Figure 1. Routing congestion.
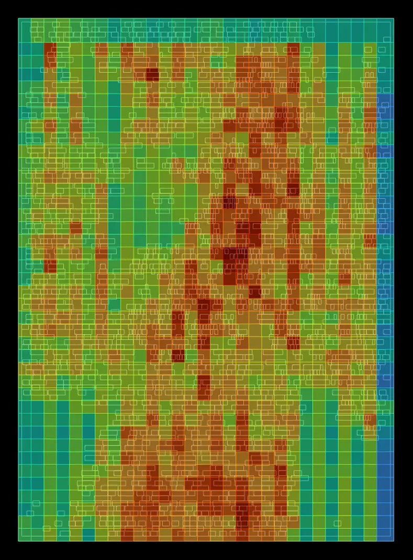
Figure 2. Cell classes on the final placement.
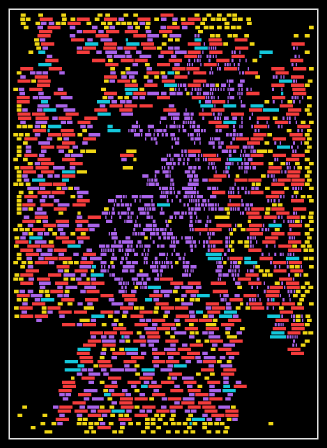
==> config.mk <==
export PLATFORM = sky130hd
export DESIGN_NAME = alu_slice_sequencer
export DESIGN_NICKNAME = d
export VERILOG_FILES = /design/src/rtl/alu_slice_sequencer.sv
export SDC_FILE = /design/constraint.sdc
export NUM_CORES = 1
export LEC_CHECK = 0
export CAP_MARGIN = 20
export CORE_ASPECT_RATIO = 1.4
export CORE_MARGIN = 1.5
export CORE_UTILIZATION = 35
export CTS_CLUSTER_DIAMETER = 80
export DETAILED_ROUTE_END_ITERATION = 6
export PLACE_DENSITY_LB_ADDON = 0.2
export SLEW_MARGIN = 0
export SYNTH_ARGS = -nofsm -noshare
export SYNTH_HDL_FRONTEND = slang
export SYNTH_SLANG_ARGS = --single-unit
==> constraint.sdc <==
create_clock -name clk -period 4.2 [get_ports clk]
set_input_delay 0.84 -clock clk [delete_from_list [all_inputs] [get_ports clk]]
set_output_delay 0.84 -clock clk [all_outputs]
set_load 0.05 [all_outputs]
==> src/rtl/alu_slice_sequencer.sv <==
// Slice-serial logic/increment ALU: one CHUNK-wide slice per clock, LSB slice first,
// with valid/ready handshakes on operand and result sides.
module alu_slice_sequencer #(
   parameter int WIDTH = 128,
   parameter int CHUNK = 32
) (
   input  logic             clk,
   input  logic             rst_n,
   input  logic             in_valid,
   output logic             in_ready,
   input  logic [WIDTH-1:0] in_a,
   input  logic [WIDTH-1:0] in_b,
   input  logic [2:0]       in_sel,
   input  logic             flush,
   output logic             out_valid,
   input  logic             out_ready,
   output logic [WIDTH-1:0] out_r,
   output logic             out_cout,
   output logic             busy
);

   localparam int NSLICE = WIDTH / CHUNK;
   localparam int IDXW   = (NSLICE > 1) ? $clog2(NSLICE) : 1;

   typedef enum logic [1:0] {IDLE, RUN, DONE} state_t;

   state_t            state_reg, state_next;
   logic [WIDTH-1:0]  a_reg, b_reg;
   logic [2:0]        sel_reg;
   logic [IDXW-1:0]   idx_reg;
   logic              carry_reg;
   logic              cout_reg;
   logic [CHUNK-1:0]  r_slice_reg [NSLICE];

   logic [CHUNK-1:0]  a_slices [NSLICE];
   logic [CHUNK-1:0]  b_slices [NSLICE];
   logic [CHUNK-1:0]  a_cur, b_cur, slice_res;
   logic [CHUNK:0]    inc_sum;
   logic              slice_carry;
   logic              last_slice;
   logic              accept;

   generate
      for (genvar gi = 0; gi < NSLICE; gi++) begin : g_slices
         assign a_slices[gi] = a_reg[gi*CHUNK +: CHUNK];
         assign b_slices[gi] = b_reg[gi*CHUNK +: CHUNK];
         assign out_r[gi*CHUNK +: CHUNK] = r_slice_reg[gi];
      end
   endgenerate

   assign a_cur       = a_slices[idx_reg];
   assign b_cur       = b_slices[idx_reg];
   assign last_slice  = (idx_reg == IDXW'(NSLICE - 1));
   assign accept      = (state_reg == IDLE) && in_valid && !flush;

   always_comb begin
      inc_sum   = {1'b0, a_cur} + {{CHUNK{1'b0}}, carry_reg};
      slice_res = inc_sum[CHUNK-1:0];
      casez (sel_reg)
         3'b000:  slice_res = a_cur & b_cur;
         3'b001:  slice_res = a_cur | b_cur;
         3'b010:  slice_res = a_cur ^ b_cur;
         3'b011:  slice_res = ~a_cur;
         default: slice_res = inc_sum[CHUNK-1:0];
      endcase
      // Logic ops never generate a carry, so cout reads 0 for them.
      slice_carry = sel_reg[2] & inc_sum[CHUNK];
   end

   always_ff @(posedge clk or negedge rst_n) begin
      if (!rst_n) state_reg <= IDLE;
      else        state_reg <= state_next;
   end

   always_comb begin
      state_next = state_reg;
      if (flush) begin
         state_next = IDLE;
      end else begin
         case (state_reg)
            IDLE:    if (in_valid)   state_next = RUN;
            RUN:     if (last_slice) state_next = DONE;
            DONE:    if (out_ready)  state_next = IDLE;
            default: state_next = IDLE;
         endcase
      end
   end

   always_comb begin
      in_ready  = (state_reg == IDLE);
      out_valid = (state_reg == DONE);
      busy      = (state_reg != IDLE);
   end

   always_ff @(posedge clk or negedge rst_n) begin
      if (!rst_n) begin
         a_reg     <= '0;
         b_reg     <= '0;
         sel_reg   <= '0;
         idx_reg   <= '0;
         carry_reg <= 1'b0;
         cout_reg  <= 1'b0;
      end else if (flush) begin
         idx_reg   <= '0;
         carry_reg <= 1'b0;
      end else if (accept) begin
         a_reg     <= in_a;
         b_reg     <= in_b;
         sel_reg   <= in_sel;
         idx_reg   <= '0;
         carry_reg <= in_sel[2];
      end else if (state_reg == RUN) begin
         idx_reg   <= last_slice ? '0 : idx_reg + 1'b1;
         carry_reg <= slice_carry;
         if (last_slice) cout_reg <= slice_carry;
      end
   end

   // Each result slice has its own register so only the addressed slice updates.
   generate
      for (genvar gi = 0; gi < NSLICE; gi++) begin : g_result
         always_ff @(posedge clk or negedge rst_n) begin
            if (!rst_n)
               r_slice_reg[gi] <= '0;
            else if (!flush && state_reg == RUN && idx_reg == IDXW'(gi))
               r_slice_reg[gi] <= slice_res;
         end
      end
   endgenerate

   assign out_cout = cout_reg;

endmodule

==> flow_summary_export.csv <==
group,metric,value,unit
critical_path,cp.depth,8,
route,drc,0,
sta,period_used_share,0.875,
sta,slew_headroom,0.333,
logic_synthesis,avgSynthCellArea,11.9,um^2
route,drt_first_pass_iters,5,
logic_synthesis,ys_chip_area,0.0195,mm^2
logic_synthesis,synth_cell_type_count,62,
sta,period_minus_slack,3670,ps
placement,dp_hpwl,46.8,mm
clock_tree,cts_tree,"done",
power,power,0.0140,W
logic_synthesis,syn-cell-area,0.0195,mm^2
critical_path,critical-path-max-stage-delay,720,ps
critical_path,cpLargestDelayFamily,"simple AND/OR/NAND/NOR gates",
logic_synthesis,synthArstFlopShare,1.00,
logic_synthesis,yosys_warnings,0,
logic_synthesis,syn_nets,1977,
logic_synthesis,synth_seq_share,0.505,
run_status,outcome,"complete, no violations",
clock_tree,cts_buffers,42,
die,die_y,282,um
placement,io_buffer_count,395,
clock_tree,holdBufCountCts,0,
critical_path,cp-start-kind,"register",
critical_path,r2r_cells,8,
logic_synthesis,synth.most_common_cell,"dfrtp_1",
clock_tree,cts_resized,0,
die,dieWidth,202,um
route,ant_nets,0,
clock_tree,root_buffer,"clkbuf_16",
critical_path,timing.critical_path.buf_inv,0,
clock_tree,clk_pin_slew,60,ps
sta,setup_slack,526,ps
route,wirelength,61.5,mm
critical_path,crit_chain,"mux4_2 -> ha_1 -> ha_1 -> nand3_1 -> or4_1 -> or3_4 -> a31oi_1 -> a21oi_1",
power,leakagePower,10.7,nW
critical_path,crit_slowest_cell,"or4_1",
logic_synthesis,yosys-top-cells-count,"dfrtp_1, mux2_2, nand2_1",
sta,maxSlewViolCount,0,
power,irDropWorstVdd,316,uV
logic_synthesis,area_leaders,"dfrtp_1, mux2_2, mux4_2, ha_1, nand2_1",
critical_path,criticalPathCategory,"reg2reg",
logic_synthesis,synth_flops,393,
placement,dp_slack,561,ps
critical_path,critPathArrivalTime,4100,ps
clock_tree,h-tree-depth,2,
global_route,grt_pass1_vias,14879,
layout,areaGrowthSynthToFinish,32.6,%
clock_tree,cts_setup_buffers,0,
route,vias,14412,
critical_path,cp-end-kind,"register",
sta,rsz0062_at_grt,"no",
sta,hold_viol,0,
power,p_per_area,543,mW/mm^2
clock_tree,clock_sinks,393,
placement,dpl_cell_area,0.0243,mm^2
critical_path,crit_top_cell,"ha_1",
logic_synthesis,ys_cells,1643,
logic_synthesis,top_cell_area_share,0.505,
layout,nets,2345,
global_route,overflow,0,
global_route,grt_pass1_wl,93.1,mm
die,dieArea,0.0571,mm^2
global_route,grt_max_degree,117,
layout,drive_above_1_share,0.225,
logic_synthesis,synthCells,1643,
clock_tree,clock.latency.late_pin,560,ps
global_route,antenna_found_initial,8,
sta,tns,0,ps
critical_path,worstPathMaxFanout,25,
clock_tree,cts_buffer_depth,3,
flow_run,openroad.warnings,65,
route,avgViaCountPerCell,5.19,
flow_run,maxCapViolations,0,
sta,fmax,272,MHz
route,initialDrtViolationCount,739,
die,ios,396,
sta,worst_clock_skew,21.6,ps
die,initCoreUtil,0.353,
sta,finalSetupViolations,0,
sta,worst_slew_pin_slew,987,ps
critical_path,critPathRequiredTime,4630,ps
logic_synthesis,edf_count,0,
logic_synthesis,top_area_cell,"dfrtp_1",
min_path,min-delay-path-class,"in2async",
logic_synthesis,flop_cell,"dfrtp_1",
placement,gp_congestion,0.867,
About Figure 1:
utilization after layout: 0.469
Routed wire per std cell: 22.1 um
GRT Util Overall: 0.216

About Figure 2:
class	colour	cells
combinational and other logic	purple	1,141
remaining buffers and delay cells	yellow	433
clock drivers and dummy loads	cyan	74
sequential cells	red	393
Core ar.: 0.0551 mm^2
Seq/total area: 0.381
Finished Cell Area: 0.0258 mm^2
Rows: 102

## layout by cell type, fill, tap and decap left out, drive strengths merged, types with 3 or more instances in the layout
master,count
o22ai,9
and3,5
o31ai,4
dfrtp,393
nand2,167
or2,3
nand3,24
mux4,66
o211ai,15
mux2,259
or3,12
clkdlybuf4s50,394
mux2i,20
nor2,102
o221ai,3
inv,80
a21oi,53
clkbuf,64
bufinv,4
buf,38
and2,8
diode,8
o31a,3
a31oi,3
a211oi,23
o21ai,125
a31o,4
and4,3
nor4,11
clkinv,6
xnor2,8
nand4,13
ha,70
nor3,19
a22oi,11
o41ai,5
## path summary, 6_finish.rpt
kind                             from         end  slack [ps]
hold reg to reg             out_r[18]   out_r[18]         470
setup / recovery           idx_reg[0]   out_r[58]         530
hold / removal                  rst_n   a_reg[69]         310
setup reg to reg           idx_reg[0]   out_r[58]         530
min in group clk            out_r[18]   out_r[18]         470
max in group asynchronous       rst_n  out_r[108]        2740
## metrics by stage
stage / hold slack [ps] / std cells
after floorplan: 472 / 1643
after global placement: 461 / 2693
after detailed placement: 470 / 2693
after CTS: 393 / 2767
after global routing: 404 / 2776
final: 306 / 2777
## per-layer routing
layer,up-vias,GRT usage,share of wire
met5,-,0,0.00021
met1,7270,0.252,0.39
met2,445,0.389,0.53
met4,2,0.0826,0.031
met3,86,0.0431,0.056
li1,6609,-,-
## power by group
part	switching (W)	total (W)	internal (W)
Combinational	0.00294	0.00489	0.00194
Sequential	0.000550	0.00516	0.00461
Clock	0.00154	0.00397	0.00242
## cell type report
| cell class | instances | area, um^2 |
|---|---|---|
| well taps | 728 | 911 |
| inverters | 79 | 297 |
| flip-flops and latches | 393 | 9850 |
| fillers | 5151 | 29300 |
| repair buffers | 433 | 4380 |
| clock inverters | 11 | 165 |
| diodes | 8 | 20.0 |
| clock buffers | 63 | 1320 |
| multi-input cells | 1062 | 8890 |
## cells by family after synthesis
family,count (synthesis),synth area share
xor gates and xnor gates,8,0.00360
muxes,345,0.237
AOI/OAI and AO/OA,266,0.0819
buffers and inverters,188,0.0391
DFF,393,0.505
and+or+nand+nor,373,0.0888
adders and majority gates,70,0.0450
## worst register-to-register path: cells and delay by family (launching register included)
family | cells | cell delay [ps]
adders and majority gates | 2 | 400
and+or+nand+nor | 3 | 1430
DFF | 1 | 670
muxes | 1 | 480
AOI/OAI and AO/OA | 2 | 550
Power is estimated from default activity; no workload was simulated.
